`config.mk`:
```
export PLATFORM = sky130hd
export DESIGN_NAME = gpu_rect_fill_flat
export DESIGN_NICKNAME = d
export VERILOG_FILES = /design/src/rtl/gpu_pkg.sv /design/src/rtl/gpu_rect_fill_if.sv /design/src/rtl/gpu_rect_fill_rect_norm.sv /design/src/rtl/gpu_rect_fill.sv /design/src/flat_wrapper.sv
export SDC_FILE = /design/constraint.sdc
export NUM_CORES = 1
export LEC_CHECK = 0
export CAP_MARGIN = 10
export CORE_MARGIN = 10
export CORE_UTILIZATION = 55
export DETAILED_ROUTE_END_ITERATION = 12
export PLACE_DENSITY = 0.94
export SYNTH_ARGS = -nofsm -noshare
export SYNTH_HDL_FRONTEND = slang
export SYNTH_SLANG_ARGS = --single-unit
export TNS_END_PERCENT = 30
```
`constraint.sdc`:
```
create_clock -name clk -period 5.5 [get_ports clk]
set_clock_uncertainty 0.15 [all_clocks]
set_input_delay 1.1 -clock clk [delete_from_list [all_inputs] [get_ports clk]]
set_output_delay 1.1 -clock clk [all_outputs]
set_load 0.02 [all_outputs]
```
`src/rtl/gpu_pkg.sv`:
```
// gpu_pkg: shared framebuffer geometry, RGB 2:2:2 pixel layout and fill-engine state encoding.
package gpu_pkg;
    localparam int H_RES_DEF = 160;
    localparam int V_RES_DEF = 120;
    localparam int R_HI = 5;
    localparam int R_LO = 4;
    localparam int G_HI = 3;
    localparam int G_LO = 2;
    localparam int B_HI = 1;
    localparam int B_LO = 0;
    localparam logic [1:0] ST_IDLE = 2'd0;
    localparam logic [1:0] ST_FILL = 2'd1;
    localparam logic [1:0] ST_DONE = 2'd2;
    typedef enum logic [1:0] {S_IDLE = ST_IDLE, S_FILL = ST_FILL, S_DONE = ST_DONE} fill_state_e;
    function automatic logic [15:0] pix_addr(input logic [7:0] x, input logic [7:0] y);
        return {y, x};
    endfunction
endpackage

```
`src/rtl/gpu_rect_fill_if.sv`:
```
// gpu_rect_fill_if: command handshake plus framebuffer write port of the rectangle fill engine.
interface gpu_rect_fill_if;
    logic        cmd_valid;
    logic        cmd_ready;
    logic [7:0]  cmd_x0;
    logic [7:0]  cmd_x1;
    logic [7:0]  cmd_y0;
    logic [7:0]  cmd_y1;
    logic [7:0]  cmd_color;
    logic        fb_we;
    logic        fb_wready;
    logic [15:0] fb_addr;
    logic [7:0]  fb_wdata;
    logic        busy;
    logic        done;
    modport master (
        input  cmd_valid, cmd_x0, cmd_x1, cmd_y0, cmd_y1, cmd_color, fb_wready,
        output cmd_ready, fb_we, fb_addr, fb_wdata, busy, done
    );
    modport slave (
        output cmd_valid, cmd_x0, cmd_x1, cmd_y0, cmd_y1, cmd_color, fb_wready,
        input  cmd_ready, fb_we, fb_addr, fb_wdata, busy, done
    );
endinterface

```
`src/rtl/gpu_rect_fill_rect_norm.sv`:
```
// rect_norm: orders rectangle corners, clips them to the screen and flags fully off-screen rectangles.
module rect_norm
    import gpu_pkg::*;
#(
    parameter int H_RES = H_RES_DEF,
    parameter int V_RES = V_RES_DEF
) (
    input  logic [7:0] x0,
    input  logic [7:0] x1,
    input  logic [7:0] y0,
    input  logic [7:0] y1,
    output logic [7:0] xl,
    output logic [7:0] xh,
    output logic [7:0] yl,
    output logic [7:0] yh,
    output logic       off
);
    localparam logic [7:0] X_MAX = 8'(H_RES - 1);
    localparam logic [7:0] Y_MAX = 8'(V_RES - 1);
    logic [7:0] xm;
    logic [7:0] ym;
    always_comb begin
        xl  = x0 < x1 ? x0 : x1;
        xm  = x0 < x1 ? x1 : x0;
        yl  = y0 < y1 ? y0 : y1;
        ym  = y0 < y1 ? y1 : y0;
        xh  = xm > X_MAX ? X_MAX : xm;
        yh  = ym > Y_MAX ? Y_MAX : ym;
        off = xl > X_MAX || yl > Y_MAX;
    end
endmodule

```
`src/rtl/gpu_rect_fill.sv`:
```
// gpu_rect_fill: walks a normalised, clipped rectangle in row-major order, one framebuffer write per accepted cycle.
module gpu_rect_fill
    import gpu_pkg::*;
#(
    parameter int H_RES = H_RES_DEF,
    parameter int V_RES = V_RES_DEF
) (
    input logic           clk,
    input logic           rst,
    gpu_rect_fill_if.master bus
);
    logic [1:0] state;
    logic [7:0] x;
    logic [7:0] y;
    logic [7:0] xl;
    logic [7:0] xh;
    logic [7:0] yh;
    logic [7:0] color;
    logic [7:0] n_xl;
    logic [7:0] n_xh;
    logic [7:0] n_yl;
    logic [7:0] n_yh;
    logic       n_off;
    logic       fill;

    rect_norm #(.H_RES(H_RES), .V_RES(V_RES)) u_norm (
        .x0(bus.cmd_x0), .x1(bus.cmd_x1), .y0(bus.cmd_y0), .y1(bus.cmd_y1),
        .xl(n_xl), .xh(n_xh), .yl(n_yl), .yh(n_yh), .off(n_off)
    );

    always_ff @(posedge clk) begin
        if (rst) begin
            state <= ST_IDLE;
            x     <= '0;
            y     <= '0;
            xl    <= '0;
            xh    <= '0;
            yh    <= '0;
            color <= '0;
        end else if (state == ST_IDLE) begin
            if (bus.cmd_valid) begin
                state <= n_off ? ST_DONE : ST_FILL;
                x     <= n_xl;
                y     <= n_yl;
                xl    <= n_xl;
                xh    <= n_xh;
                yh    <= n_yh;
                color <= bus.cmd_color;
            end
        end else if (state == ST_FILL) begin
            // counters stop at xh/yh, so the 8-bit increments never wrap
            if (bus.fb_wready) begin
                if (x < xh) begin
                    x <= x + 8'd1;
                end else begin
                    x <= xl;
                    if (y == yh) state <= ST_DONE;
                    else y <= y + 8'd1;
                end
            end
        end else begin
            state <= ST_IDLE;
        end
    end

    assign fill          = state == ST_FILL;
    assign bus.cmd_ready = state == ST_IDLE;
    assign bus.fb_we     = fill;
    assign bus.fb_addr   = fill ? pix_addr(x, y) : 16'h0000;
    assign bus.fb_wdata  = fill ? color : 8'h00;
    assign bus.busy      = state != ST_IDLE;
    assign bus.done      = state == ST_DONE;
endmodule
```
`src/flat_wrapper.sv`:
```
// flat-port wrapper written by rule: the top's interface ports become plain ports
module gpu_rect_fill_flat import gpu_pkg::*;
#(
    parameter int H_RES = H_RES_DEF,
    parameter int V_RES = V_RES_DEF
)
  (clk, rst, bus_cmd_valid, bus_cmd_x0, bus_cmd_x1, bus_cmd_y0, bus_cmd_y1, bus_cmd_color, bus_fb_wready, bus_cmd_ready, bus_fb_we, bus_fb_addr, bus_fb_wdata, bus_busy, bus_done);
  gpu_rect_fill_if bus_i ();
  input logic clk;
  input logic rst;
  input wire logic [$bits(bus_i.cmd_valid)-1:0] bus_cmd_valid;
  input wire logic [$bits(bus_i.cmd_x0)-1:0] bus_cmd_x0;
  input wire logic [$bits(bus_i.cmd_x1)-1:0] bus_cmd_x1;
  input wire logic [$bits(bus_i.cmd_y0)-1:0] bus_cmd_y0;
  input wire logic [$bits(bus_i.cmd_y1)-1:0] bus_cmd_y1;
  input wire logic [$bits(bus_i.cmd_color)-1:0] bus_cmd_color;
  input wire logic [$bits(bus_i.fb_wready)-1:0] bus_fb_wready;
  output wire logic [$bits(bus_i.cmd_ready)-1:0] bus_cmd_ready;
  output wire logic [$bits(bus_i.fb_we)-1:0] bus_fb_we;
  output wire logic [$bits(bus_i.fb_addr)-1:0] bus_fb_addr;
  output wire logic [$bits(bus_i.fb_wdata)-1:0] bus_fb_wdata;
  output wire logic [$bits(bus_i.busy)-1:0] bus_busy;
  output wire logic [$bits(bus_i.done)-1:0] bus_done;
  assign bus_i.cmd_valid = bus_cmd_valid;
  assign bus_i.cmd_x0 = bus_cmd_x0;
  assign bus_i.cmd_x1 = bus_cmd_x1;
  assign bus_i.cmd_y0 = bus_cmd_y0;
  assign bus_i.cmd_y1 = bus_cmd_y1;
  assign bus_i.cmd_color = bus_cmd_color;
  assign bus_i.fb_wready = bus_fb_wready;
  assign bus_cmd_ready = bus_i.cmd_ready;
  assign bus_fb_we = bus_i.fb_we;
  assign bus_fb_addr = bus_i.fb_addr;
  assign bus_fb_wdata = bus_i.fb_wdata;
  assign bus_busy = bus_i.busy;
  assign bus_done = bus_i.done;
  gpu_rect_fill #(.H_RES(H_RES), .V_RES(V_RES)) u_core (.clk(clk), .rst(rst), .bus(bus_i));
endmodule
```
Run 1, M3 wires:
Scale: 4 px per um. Cells faint in the background.
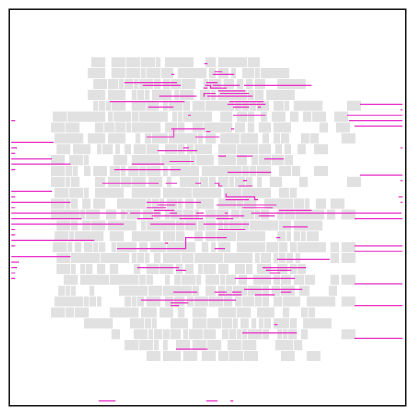
wire length on this layer: 950 um
longest straight run: 37.3 um
final wirelength: 9.996 mm
met3 Usage GRT: 5.237%
total number of vias: 3,523

Run 1, signal metal coverage by tile:
Scale: 4 px per um. 20 x 20 tiles, from dark blue (low) to red (high), scaled to the fullest tile. Values are wire area over tile area, all layers added.
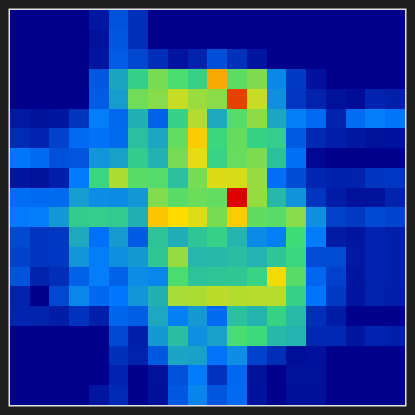
tiles over half the peak: 14%
densest ninth of the die: center
fullest tile: 0.80
nearly empty tiles: 25%
mean over tiles: 0.17
Global Route Usage Sum: 19.93%
routed length per instance: 18.17 um

Run 1, I/O pins on the die edge:
Scale: 4 px per um. Pins as bars across the die edge, other pins in gray.
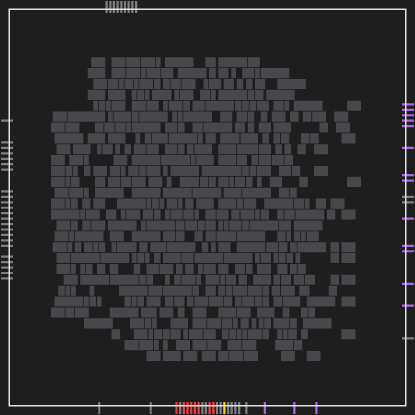
legend:
  bus_busy:
    color: yellow
    pins: 1
    direction: output
    edge: bottom
  bus_fb_addr:
    color: purple
    pins: 16
    direction: output
    edge: 13 right, 3 bottom
  bus_cmd_y1:
    color: red
    pins: 8
    direction: input
    edge: bottom
all pins by edge: 24 bottom, 23 left, 16 right, 9 top
Buffers on Ports: 71
die width: 98.74 um
die height: 98.74 um

==> run notes, run 1 <==
flow finished, numbers: top cells by area, synth dfxtp_1 29%, ha_1 8.4%, mux2i_1 5.9%, startpoint class of the critical path input pin, vias in the first global route 3,420, grt ovf 0, CTS root buf clkbuf_8, Cell Area, Synth 0.003410 mm2, chip area 0.009749 mm2, worst r2r dst u_core.y[3], Final HPWL DP 7.368 mm, Nets at Floorplan 485, Cells on Worst Hold Path 2, Antenna Violating Nets Remaining 0, core area 0.005956 mm2, HP Start u_core.color[0], Switching Power 0.4123 mW, CP Cell Sequence clkdlybuf4s50_1, inv_1, ha_1, a21o_1, a21o_1, a221oi_4, nor2_1, a211oi_1, a2111oi_2, Worst Setup End Kind flip-flop, max-slew headroom at the worst pin 21.67%, Post-CTS Setup Bufs 0, Yosys Instances 418, peak supply drop 0.2054 mV, Crit Path Category in -> reg, H-tree lvl count 2, Top Family by Delay on Critical Path AND-OR/OR-AND gates, Critical Path Start bus_cmd_x1[5], initial drt markers 289, tally of yosys warning messages 0, Core Util, Final 70.53%, NumNets Final 541, Cells after Synth 418, leakage power 1.689 nW, outcome finished, final reports clean, Registers, synthesis 50, Final TNS setup 0 ps, Initial Util 57.25%, Latency at later pin 320 ps, setup ws final 1443 ps, most frequent CP cell a21o_1, Placed Area 0.004103 mm2, P_int 0.6688 mW, Vias/cell 6.405, CP max FO 26, reg2reg setup slack 2390 ps, Largest type area fraction 29.36%, Async S/R FF share, synth 0%, Fin. Hold Viols 0
-- run 1: registers in the layout, indices dropped and copies added, names as in the netlist --
name / flops
u_core.color: 8
u_core.state: 2
u_core.x: 8
u_core.xh: 8
u_core.xl: 8
u_core.y: 8
u_core.yh: 8
-- run 1: power by group through the flow --
stage | logic (mW) | clock network (mW) | registers [mW]
floorplan | 0.296 | 0 | 0.437
detailed placement | 0.385 | 0 | 0.450
global route | 0.435 | 0.249 | 0.449
global placement | 0.372 | 0 | 0.446
finish | 0.400 | 0.238 | 0.443
CTS | 0.392 | 0.235 | 0.442
-- run 1: kinds of logic (layout without fill, tap and decap cells) --
logic type,after synthesis,in the layout,share of synthesized area [%]
flip-flops,50,50,29.36
AND-OR/OR-AND,118,118,24.51
buffers and inverters,51,108,6.899
XOR/XNOR,14,14,3.596
multiplexers,22,22,6.532
adder cells (fa/ha/maj),23,23,8.440
AND/OR/NAND/NOR,140,140,20.66
-- run 1: layout by cell type, fill, tap and decap left out, drive strengths merged, types with 5 or more instances in the layout --
master / n
a211oi: 16
a21oi: 30
a221oi: 5
a2bb2oi: 5
and2: 27
and3: 8
clkbuf: 5
clkdlybuf4s50: 71
dfxtp: 50
ha: 23
inv: 27
mux2i: 20
nand2: 36
nand3: 12
nor2: 22
nor3: 19
o211ai: 10
o21ai: 24
o31ai: 7
xnor2: 10
-- run 1: area by class of cell --
cell class | instances | area, um2
clock buffer | 5 | 68.82
clock inverter | 3 | 28.78
timing repair buffer | 75 | 740.7
multi-input combinational | 317 | 2173
tap | 75 | 93.84
sequential | 50 | 1001
inverter | 25 | 93.84
fill | 448 | 1755
-- run 1: layer usage --
layer	track usage, %	up-vias	wire (um)
li1	-	1624	-
met1	24.53	1657	4086
met2	31.16	204	4598
met3	5.237	38	949
met4	10.36	0	362
met5	0	-	0
--- run 2 (diff from run 1) ---
CORE_UTILIZATION = 47   (was 55)
PLACE_DENSITY = 0.86   (was 0.94)
clock period = 3.38 ns   (was 5.5 ns; I/O delays follow)
Run 2, signal metal coverage by tile:
Scale: 4 px per um. 21 x 21 tiles, from dark blue (low) to red (high), scaled to the fullest tile. Values are wire area over tile area, all layers added.
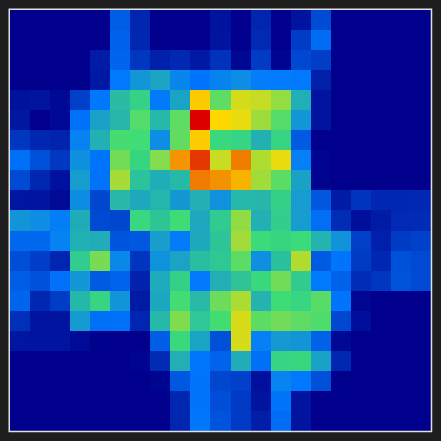
densest ninth of the die: center
fullest tile: 0.69
mean over tiles: 0.14
Global Route Usage Sum: 17.08%
total number of vias: 3,359

==> run notes, run 2 <==
flow finished, numbers: Final HPWL DP 7.208 mm (-2.2%), CTS root buf clkbuf_8, Top Layout Cells 71 x clkdlybuf4s50_1, 50 x dfxtp_1, 36 x nand2_1, outcome finished, final reports clean, most numerous logic cell after layout clkdlybuf4s50_1, startpoint class of the critical path input pin, Initial Util 49.37% (-7.9 points), Registers, synthesis 50 (unchanged), Async S/R FF share, synth 0% (unchanged), Yosys Instances 418 (unchanged), die width 105.2 um (+6.5%), Largest type area fraction 29.36% (unchanged), Crit Path Category in -> reg, Fin. Hold Viols 0 (unchanged), NumNets Final 548 (+1.3%), Cell Area, Synth 0.003410 mm2 (unchanged), worst r2r dst u_core.x[7], routed length per instance 16.43 um (-9.6%), die height 105.2 um (+6.5%), Antenna Violating Nets Remaining 0 (unchanged), Placed Area 0.004207 mm2 (+2.5%), tally of yosys warning messages 0 (unchanged), vias in the first global route 3,481 (+1.8%), Cells on Worst Hold Path 2 (unchanged), grt ovf 0 (unchanged), Final TNS setup 0 ps (unchanged)
Run 2, routing congestion map:
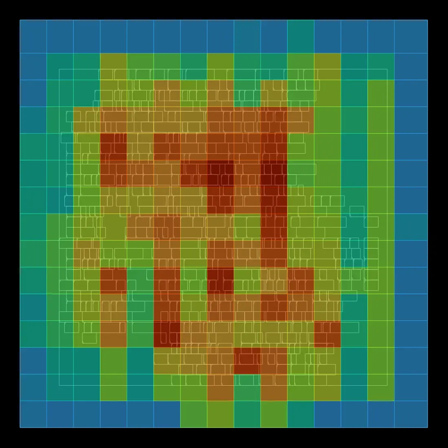
Core Util, Final: 62.43%
GR peak layer: met2

run 2: cell counts after synthesis:
No cell type changed its count.
run 2: where the power goes:
part           internal, mW  total, mW  switching [mW]
clock                 0.188      0.385           0.197
sequential            0.656      0.717          0.0602
combinational         0.294      0.668           0.374
total                  1.14       1.77           0.631
run 2: layout make-up:
class                           instances  area (um2)  area share [%]
Tap cell                               96       120.1           2.786
Clock buffer                            7       96.34           2.234
Inverter                               25       93.84           2.176
Clock inverter                          1       8.758          0.2031
Timing Repair Buffer                   82       818.3           18.98
Multi-Input combinational cell        317        2173           50.41
Sequential cell                        50        1001           23.22
run 2: logic make-up after synthesis:
logic type | synth area share [%]
mux | 6.532
buf+inv | 6.899
simple gates | 20.66
fa+ha+maj | 8.440
compound gates | 24.51
xor+xnor | 3.596
flops | 29.36
run 2: worst max-delay path, cell delays in order:
cell and delay [ps]:
clkdlybuf4s50_1 470, inv_1 60, ha_1 300, a211oi_1 230, o21ai_0 180, a221oi_4 320, buf_12 210, mux2i_1 310
a2bb2oi_1 230, a21oi_1 100
run 2: worst max path at each step:
stage / start / end / slack [ps] / cells after the start
final: bus_cmd_x1[2] / u_core.x[4] / 290 / 10
after global routing: bus_cmd_x1[2] / u_core.x[4] / 150 / 10
after CTS: bus_cmd_x1[2] / u_core.x[4] / 340 / 10
after detailed placement: bus_cmd_x1[2] / u_core.x[4] / 30 / 10
after global placement: bus_cmd_x1[2] / u_core.state[0] / 130 / 10
after floorplan: bus_cmd_x1[2] / u_core.x[4] / 640 / 9
run 2: layer usage:
| metal | vias up | wire, um | GRT usage, % |
|---|---|---|---|
| met5 | - | 0 | 0 |
| met4 | 0 | 261 | 7.255 |
| met3 | 27 | 584 | 3.256 |
| met2 | 136 | 4541 | 28.29 |
| met1 | 1556 | 4111 | 21.06 |
| li1 | 1640 | - | - |
--- run 3 (diff from run 2) ---
MAX_ROUTING_LAYER = met4   (was default)
Run 3, M3 wires:
Scale: 4 px per um. Cells faint in the background.
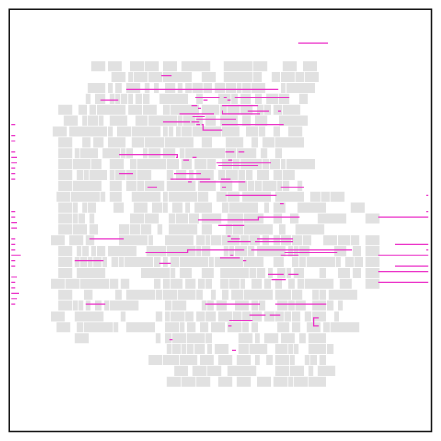
nets with wire on the layer: 82
share of all routed wire: 5.7%
longest straight run: 37.7 um
main direction: horizontal
wire length on this layer: 537 um
total number of vias: 3,383
final wirelength: 9.449 mm
met3 Usage GRT: 2.641%

==> run notes, run 3 <==
flow finished, numbers: grt ovf 0 (unchanged), part of the power in combinational logic 37.7% (about the same), Antenna Violating Nets Remaining 0 (unchanged), Post-Synth Simple-Gate Area 20.66% (unchanged), Yosys Instances 418 (unchanged), Post-Route M1 WL 4.132 mm (+0.51%), yosys aoi share 24.51% (unchanged), Cell Area, Synth 0.003410 mm2 (unchanged), Largest type area fraction 29.36% (unchanged), Final HPWL DP 7.208 mm (unchanged), tally of yosys warning messages 0 (unchanged), Initial Util 49.37% (unchanged), NumNets Final 548 (unchanged), outcome finished, final reports clean, highest metal used met4, CTS root buf clkbuf_8, routed length on met3 537 um (-8.0%), most numerous logic cell after layout clkdlybuf4s50_1, Sequential Power Share 40.5% (about the same), Switching Power 0.6302 mW (about the same), largest net degree at the start of global routing 41, Global Route Usage Sum 17.63% (+0.55 points), Crit Path Category in -> reg, startpoint class of the critical path input pin, Final TNS setup 0 ps (unchanged), storage element area 0.001001 mm2 (unchanged), clock share of power 21.8% (about the same), Async S/R FF share, synth 0% (unchanged), die width 105.2 um (unchanged), Fin. Hold Viols 0 (unchanged), Routed met2 length 4.505 mm (-0.79%), Top Layout Cells 71 x clkdlybuf4s50_1, 50 x dfxtp_1, 36 x nand2_1, comb area leader AND-OR/OR-AND gates, Sw Share 35.63% (about the same), combinational gate area 0.002173 mm2 (unchanged), GR peak layer met2, Registers, synthesis 50 (unchanged), Core Util, Final 62.43% (unchanged), P&R area growth vs syn 26.46%, xor/xnor cell area share of the yosys netlist 3.596% (unchanged), P_int 1.138 mW (about the same), share of cells above drive strength 1 7.054%, yosys adder share 8.440% (unchanged), mux share of post-synthesis cell area 6.532% (unchanged)
Run 3, signal wires on met2:
Scale: 4 px per um. Cells faint in the background.
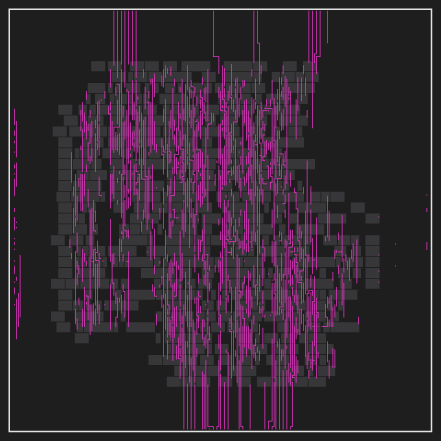
main direction: vertical
longest straight run: 31.1 um
share of all routed wire: 48%
nets with wire on the layer: 458
wire length on this layer: 4,510 um
met2 Usage GRT: 28.43%

[run 3: cell counts after synthesis]
No cell type changed its count.
[run 3: path summary, 6_finish.rpt]
check                       start               to  slack [ps]  cells past startpoint
setup reg to reg      u_core.x[4]      u_core.x[7]         710                      7
hold / removal    u_core.color[3]  u_core.color[3]         310                      2
setup / recovery    bus_cmd_x1[2]      u_core.x[4]         290                     10
hold reg to reg   u_core.color[3]  u_core.color[3]         310                      2
[run 3: final cells by class]
class / instances / share of cell area (%)
flip-flops and latches: 50 / 23.22
multi-input cells: 317 / 50.41
inverters: 25 / 2.176
clock buffers: 7 / 2.234
clock inverters: 1 / 0.2031
well taps: 96 / 2.786
repair buffers: 82 / 18.98
[run 3: metrics by stage]
step	total power, mW	hold slack, ps	cell area (um2)	setup slack (ps)	std cells
2_1_floorplan	1.193	281.7	3410	636.6	418
3_3_place_gp	1.353	287.6	4207	131.9	570
3_5_place_dp	1.381	295.9	4207	30.40	570
4_1_cts	1.761	308.1	4312	338.2	578
5_1_grt	1.872	339.2	4312	149.0	578
6_report	1.769	312.2	4312	293.5	578
[run 3: critical path, stage by stage]
cell	delay, ps
clkdlybuf4s50_1	470
inv_1	60
ha_1	300
a211oi_1	230
o21ai_0	180
a221oi_4	320
buf_12	210
mux2i_1	310
a2bb2oi_1	230
a21oi_1	100
[run 3: power groups by stage]
stage / Sequential, mW / Combinational, mW / Clock, mW
5_1_grt: 0.726 / 0.736 / 0.410
3_3_place_gp: 0.725 / 0.629 / 0
3_5_place_dp: 0.728 / 0.652 / 0
4_1_cts: 0.715 / 0.661 / 0.385
6_report: 0.716 / 0.667 / 0.386
2_1_floorplan: 0.711 / 0.482 / 0
Power and IR drop assume default switching activity.
